==> images/m1.png <==
(4 px per micron) Supply wires on this layer in grey.
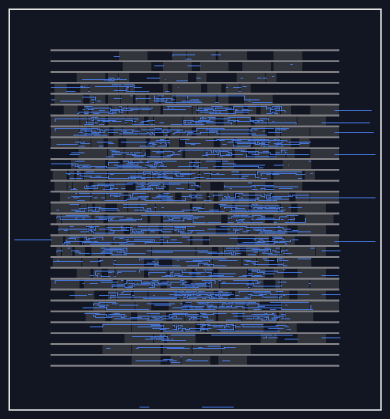
==> images/m2.png <==
(4 px per micron)
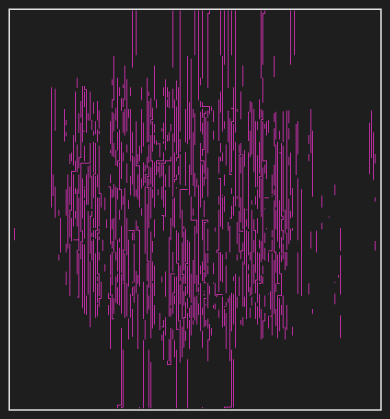
==> images/m3.png <==
(6 px per micron)
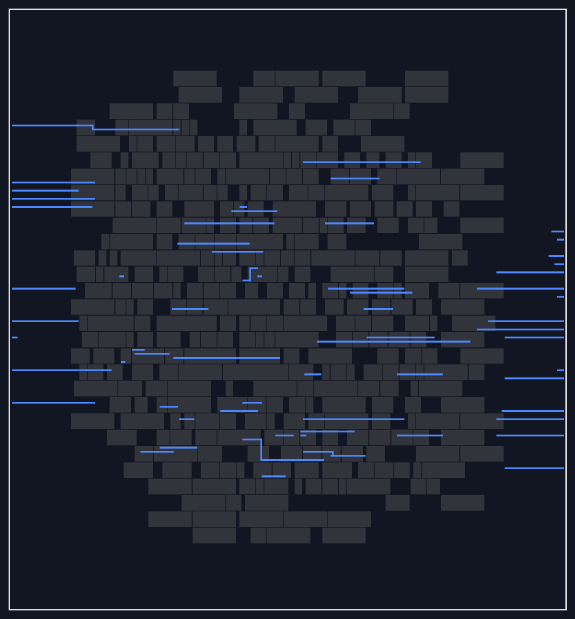
==> images/clock_wires.png <==
(3 px per micron)
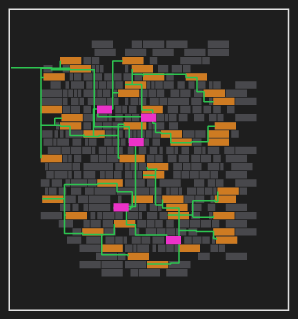
===== src/rtl/mult_div_operand_reg_if.sv =====
// Handshake and data bundle between the mult/div sequencer and the operand/quotient register.
interface mult_div_operand_reg_if #(
  parameter int unsigned WIDTH = 26
);
  logic             load_req;
  logic             ser_valid;
  logic             ser_in;
  logic             start;
  logic             op_div;
  logic             step;
  logic [1:0]       qin;
  logic             abort;
  logic [5:0]       md_tap;
  logic             md_prev;
  logic [4:0]       step_cnt;
  logic             busy;
  logic             ready;
  logic [WIDTH-1:0] result;
  logic             result_valid;

  modport master (
    output load_req, ser_valid, ser_in, start, op_div, step, qin, abort,
    input  md_tap, md_prev, step_cnt, busy, ready, result, result_valid
  );

  modport slave (
    input  load_req, ser_valid, ser_in, start, op_div, step, qin, abort,
    output md_tap, md_prev, step_cnt, busy, ready, result, result_valid
  );
endinterface


===== src/rtl/mult_div_operand_reg.sv =====
// Operand/quotient register: serial capture, 2-bit-per-step multiply retire or
// divide quotient shift-in, and one-cycle hand-off of the finished word.
module mult_div_operand_reg #(
  parameter int unsigned WIDTH = 26
) (
  input logic                   clk,
  input logic                   rst,
  mult_div_operand_reg_if.slave bus
);
  localparam int unsigned STEPS = WIDTH / 2;
  localparam int unsigned CNT_W = $clog2(WIDTH + 1);
  localparam int unsigned SC_W  = 5;

  typedef enum logic [2:0] {
    S_IDLE,
    S_LOADING,
    S_READY,
    S_RUN,
    S_DONE
  } state_t;

  state_t             state_q, state_d;
  logic [WIDTH-1:0]   md_q, md_d;
  logic               md_prev_q, md_prev_d;
  logic [SC_W-1:0]    step_cnt_q, step_cnt_d;
  logic [CNT_W-1:0]   bit_cnt_q, bit_cnt_d;
  logic               op_div_q, op_div_d;
  logic               busy_q, busy_d;
  logic               ready_q, ready_d;
  logic               rv_q, rv_d;

  // State and datapath registers
  always_ff @(posedge clk) begin
    if (rst) begin
      state_q    <= S_IDLE;
      md_q       <= '0;
      md_prev_q  <= 1'b0;
      step_cnt_q <= '0;
      bit_cnt_q  <= '0;
      op_div_q   <= 1'b0;
      busy_q     <= 1'b0;
      ready_q    <= 1'b0;
      rv_q       <= 1'b0;
    end else begin
      state_q    <= state_d;
      md_q       <= md_d;
      md_prev_q  <= md_prev_d;
      step_cnt_q <= step_cnt_d;
      bit_cnt_q  <= bit_cnt_d;
      op_div_q   <= op_div_d;
      busy_q     <= busy_d;
      ready_q    <= ready_d;
      rv_q       <= rv_d;
    end
  end

  // Next-state and datapath update; abort overrides everything below reset
  always_comb begin
    state_d    = state_q;
    md_d       = md_q;
    md_prev_d  = md_prev_q;
    step_cnt_d = step_cnt_q;
    bit_cnt_d  = bit_cnt_q;
    op_div_d   = op_div_q;

    if (bus.abort) begin
      state_d    = S_IDLE;
      md_d       = '0;
      md_prev_d  = 1'b0;
      step_cnt_d = '0;
      bit_cnt_d  = '0;
    end else begin
      unique case (state_q)
        S_IDLE: begin
          if (bus.load_req) begin
            md_d      = '0;
            bit_cnt_d = '0;
            state_d   = S_LOADING;
          end
        end
        S_LOADING: begin
          if (bus.ser_valid) begin
            md_d      = {bus.ser_in, md_q[WIDTH-1:1]};
            bit_cnt_d = bit_cnt_q + CNT_W'(1);
            if (bit_cnt_q == CNT_W'(WIDTH - 1)) state_d = S_READY;
          end
        end
        S_READY: begin
          if (bus.start) begin
            op_div_d   = bus.op_div;
            step_cnt_d = '0;
            md_prev_d  = 1'b0;
            state_d    = S_RUN;
          end
        end
        S_RUN: begin
          if (bus.step) begin
            if (op_div_q) begin
              md_d = {md_q[WIDTH-3:0], bus.qin};
            end else begin
              md_prev_d = md_q[1];
              md_d      = {{2{md_q[WIDTH-1]}}, md_q[WIDTH-1:2]};
            end
            step_cnt_d = step_cnt_q + SC_W'(1);
            if (step_cnt_q == SC_W'(STEPS - 1)) state_d = S_DONE;
          end
        end
        S_DONE: state_d = S_IDLE;
        default: state_d = S_IDLE;
      endcase
    end

    // Status flags are registered alongside the state they decode
    busy_d  = (state_d == S_LOADING) || (state_d == S_RUN);
    ready_d = (state_d == S_READY);
    rv_d    = (state_d == S_DONE);
  end

  assign bus.md_tap       = 6'(md_q);
  assign bus.md_prev      = md_prev_q;
  assign bus.step_cnt     = step_cnt_q;
  assign bus.busy         = busy_q;
  assign bus.ready        = ready_q;
  assign bus.result       = md_q;
  assign bus.result_valid = rv_q;
endmodule


===== src/flat_wrapper.sv =====
// flat-port wrapper written by rule: the top's interface ports become plain ports
module mult_div_operand_reg_flat 
#(
  parameter int unsigned WIDTH = 26
)
  (clk, rst, bus_load_req, bus_ser_valid, bus_ser_in, bus_start, bus_op_div, bus_step, bus_qin, bus_abort, bus_md_tap, bus_md_prev, bus_step_cnt, bus_busy, bus_ready, bus_result, bus_result_valid);
  mult_div_operand_reg_if #(.WIDTH(WIDTH)) bus_i ();
  input logic clk;
  input logic rst;
  input wire logic [$bits(bus_i.load_req)-1:0] bus_load_req;
  input wire logic [$bits(bus_i.ser_valid)-1:0] bus_ser_valid;
  input wire logic [$bits(bus_i.ser_in)-1:0] bus_ser_in;
  input wire logic [$bits(bus_i.start)-1:0] bus_start;
  input wire logic [$bits(bus_i.op_div)-1:0] bus_op_div;
  input wire logic [$bits(bus_i.step)-1:0] bus_step;
  input wire logic [$bits(bus_i.qin)-1:0] bus_qin;
  input wire logic [$bits(bus_i.abort)-1:0] bus_abort;
  output wire logic [$bits(bus_i.md_tap)-1:0] bus_md_tap;
  output wire logic [$bits(bus_i.md_prev)-1:0] bus_md_prev;
  output wire logic [$bits(bus_i.step_cnt)-1:0] bus_step_cnt;
  output wire logic [$bits(bus_i.busy)-1:0] bus_busy;
  output wire logic [$bits(bus_i.ready)-1:0] bus_ready;
  output wire logic [$bits(bus_i.result)-1:0] bus_result;
  output wire logic [$bits(bus_i.result_valid)-1:0] bus_result_valid;
  assign bus_i.load_req = bus_load_req;
  assign bus_i.ser_valid = bus_ser_valid;
  assign bus_i.ser_in = bus_ser_in;
  assign bus_i.start = bus_start;
  assign bus_i.op_div = bus_op_div;
  assign bus_i.step = bus_step;
  assign bus_i.qin = bus_qin;
  assign bus_i.abort = bus_abort;
  assign bus_md_tap = bus_i.md_tap;
  assign bus_md_prev = bus_i.md_prev;
  assign bus_step_cnt = bus_i.step_cnt;
  assign bus_busy = bus_i.busy;
  assign bus_ready = bus_i.ready;
  assign bus_result = bus_i.result;
  assign bus_result_valid = bus_i.result_valid;
  mult_div_operand_reg #(.WIDTH(WIDTH)) u_core (.clk(clk), .rst(rst), .bus(bus_i));
endmodule

===== config.mk =====
export PLATFORM = sky130hd
export DESIGN_NAME = mult_div_operand_reg_flat
export DESIGN_NICKNAME = d
export VERILOG_FILES = /design/src/rtl/mult_div_operand_reg_if.sv /design/src/rtl/mult_div_operand_reg.sv /design/src/flat_wrapper.sv
export SDC_FILE = /design/constraint.sdc
export NUM_CORES = 1
export LEC_CHECK = 0
export CORE_ASPECT_RATIO = 1.1
export CORE_MARGIN = 10
export CORE_UTILIZATION = 45
export CTS_CLUSTER_SIZE = 20
export DETAILED_ROUTE_END_ITERATION = 8
export PLACE_DENSITY_LB_ADDON = 0.3
export REMOVE_ABC_BUFFERS = 1
export SYNTH_ARGS = -nofsm -noshare
export SYNTH_HDL_FRONTEND = slang
export SYNTH_SLANG_ARGS = --single-unit

===== constraint.sdc =====
create_clock -name clk -period 1.54 [get_ports clk]
set_input_delay 0.231 -clock clk [delete_from_list [all_inputs] [get_ports clk]]
set_output_delay 0.231 -clock clk [all_outputs]
set_load 0.05 [all_outputs]

==> Flow_metrics.wiki <==
== Metrics ==
{| class="wikitable"
! Metric !! Value
|-
| Effective utilization at floorplan || 0.458
|-
| End point of the critical path || u_core.bus.result[21]
|-
| Antenna violations before repair || 0
|-
| Initial drt markers || 204
|-
| Internal Pwr Total || 1.72 mW
|-
| Max power group || sequential cells
|-
| Root buffer cell || clkbuf_8
|-
| Required time at the endpoint of the critical path || 1.78 ns
|-
| Cell area reported after detailed placement || 3800 sq um
|-
| Worst Hold Endpoint || u_core.bus.md_prev
|-
| Number of top-level pins || 52
|-
| Top Layout Cells || buf_4, buf_12, dfxtp_1
|-
| Wire length of the first global-routing pass || 12700 microns
|-
| Largest net degree at the start of global routing || 33
|-
| Detailed-route DRC error count || 0
|-
| Total clock network power || 853 uW
|-
| Startpoint kind of the worst setup timing path || flop
|-
| Total length of routed met2 wires || 4130 microns
|-
| Final Max Tran Viols || 0
|-
| Logic pwr share || 0.112
|-
| Outcome || finished with violations
|-
| Floorplan die width || 92.6 microns
|-
| Met3 layer usage reported by global route || 0.0396
|-
| Maximum count of clock buffers along a single path || 2
|-
| Number of endpoints failing setup at the final stage || 29
|-
| Hold buffer count at CTS || 0
|-
| Area figure in the yosys stat output || 2610 sq um
|-
| Share of power burned in registers || 0.508
|-
| Vias per Instance || 5.98
|-
| Reported net switching power || 523 uW
|-
| Detailed route wirelength on metal3 || 531 microns
|-
| Total die size || 9240 sq um
|-
| Cells on Worst Hold Path || 2
|-
| Gr usage total || 0.161
|-
| Global-route track usage on met2 || 0.279
|-
| Post-synthesis cell count from yosys || 293
|-
| Final hold viol count || 0
|-
| Site row count || 29
|-
| Setup slack after layout || -0.119 ns
|-
| RSZ-0062 raised after global routing || true
|-
| Most frequently used cell type in the post-synthesis netlist || dfxtp_1
|-
| Sum of routed wire length over all layers || 7940 microns
|-
| Final core occ || 0.718
|-
| Commonest flop || dfxtp_1
|-
| Number of gates resized after cts || 14
|-
| CTS tree || built
|-
| Crit Path Max Fanout || 12
|-
| CTS clk-pin slew, worst paths || 0.08 ns
|-
| Final setup TNS || -2.38 ns
|-
| FF-to-FF End || u_core.bus.result[21]
|-
| Sequential share of the synthesized area || 0.338
|-
| Fraction of final layout cells sized beyond drive strength 1 || 0.356
|-
| Remaining global-route overflow || 0
|-
| Post-CTS Setup Bufs || 4
|-
| Wire length on met1 || 3190 microns
|-
| GR Layer Usage met1 || 0.194
|-
| Most used routing layer || met2
|-
| Cell type with the largest total area after synthesis || dfxtp_1
|-
| Failing checks || negative setup slack
|-
| Top logic cell family in the synthesized netlist || simple AND/OR/NAND/NOR gates
|-
| Most frequently placed logic cell in the final layout || buf_4
|-
| Area of the core region || 5700 sq um
|-
| Post-Synth AOI/OAI Area || 0.209
|-
| Synthesized-area fraction occupied by adder cells || 0.0192
|-
| F_max || 603 MHz
|-
| Critical Path End Type || flop
|-
| Proportion of power drawn by the clock network || 0.380
|-
| Worst Path Class, Setup || flop to flop
|-
| Overall power of the completed layout || 2.25 mW
|-
| Layout Cells excl Fill || 451
|-
| Data arrival time at the worst-slack endpoint || 1.90 ns
|-
| Hold slack || 0.462 ns
|-
| Cts bufs inserted || 5
|-
| Cell leakage power || 1.54 nW
|-
| Post-synthesis to final-layout area growth || 56.9%
|-
| Final cycle utilization of the critical path || 1.08
|}
-- m1.png (at the start) --
share of all routed wire = 40%
main direction = horizontal
nets with wire on the layer = 336

-- m2.png (at the start) --
nets with wire on the layer = 334
share of all routed wire = 52%
longest straight run = 30.4 microns
main direction = vertical
wire length on this layer = 4130 microns

-- m3.png (at the start) --
main direction = horizontal
nets with wire on the layer = 54
wire length on this layer = 531 microns

-- clock_wires.png (at the start) --
clock-net drivers -> magenta  # count 5
clock wires -> green  # length 573 microns
flip-flops -> orange  # count 44
routed clock nets = 6

==> area by class of cell <==
class	count	area [sq um]	area share
clock buffer	5	68.8	0.0168
clock inverter	1	30.0	0.00734
inverter	3	11.3	0.00275
multi-input combinational	212	1620	0.397
sequential	44	890	0.217
tap	77	96.3	0.0236
timing repair buffer	109	1370	0.335
==> worst max-delay path, stage by stage (launching register included) <==
cell     delay [ns]
dfxtp_4        0.37
mux2i_2        0.17
mux2_4         0.34
buf_12         0.16
or4_4          0.48
nand2_1        0.08
==> state kept, by name (all words and copies together), names as in the netlist <==
register	flops
u_core.bus.busy	1
u_core.bus.step_cnt	5
u_core.bus.ready	1
u_core.bus.result_valid	1
u_core.op_div_q	1
u_core.bus.result	26
u_core.state_q	3
u_core.bus.md_prev	1
u_core.bit_cnt_q	5
No activity file was given, so power comes from the tool's default toggle rates.
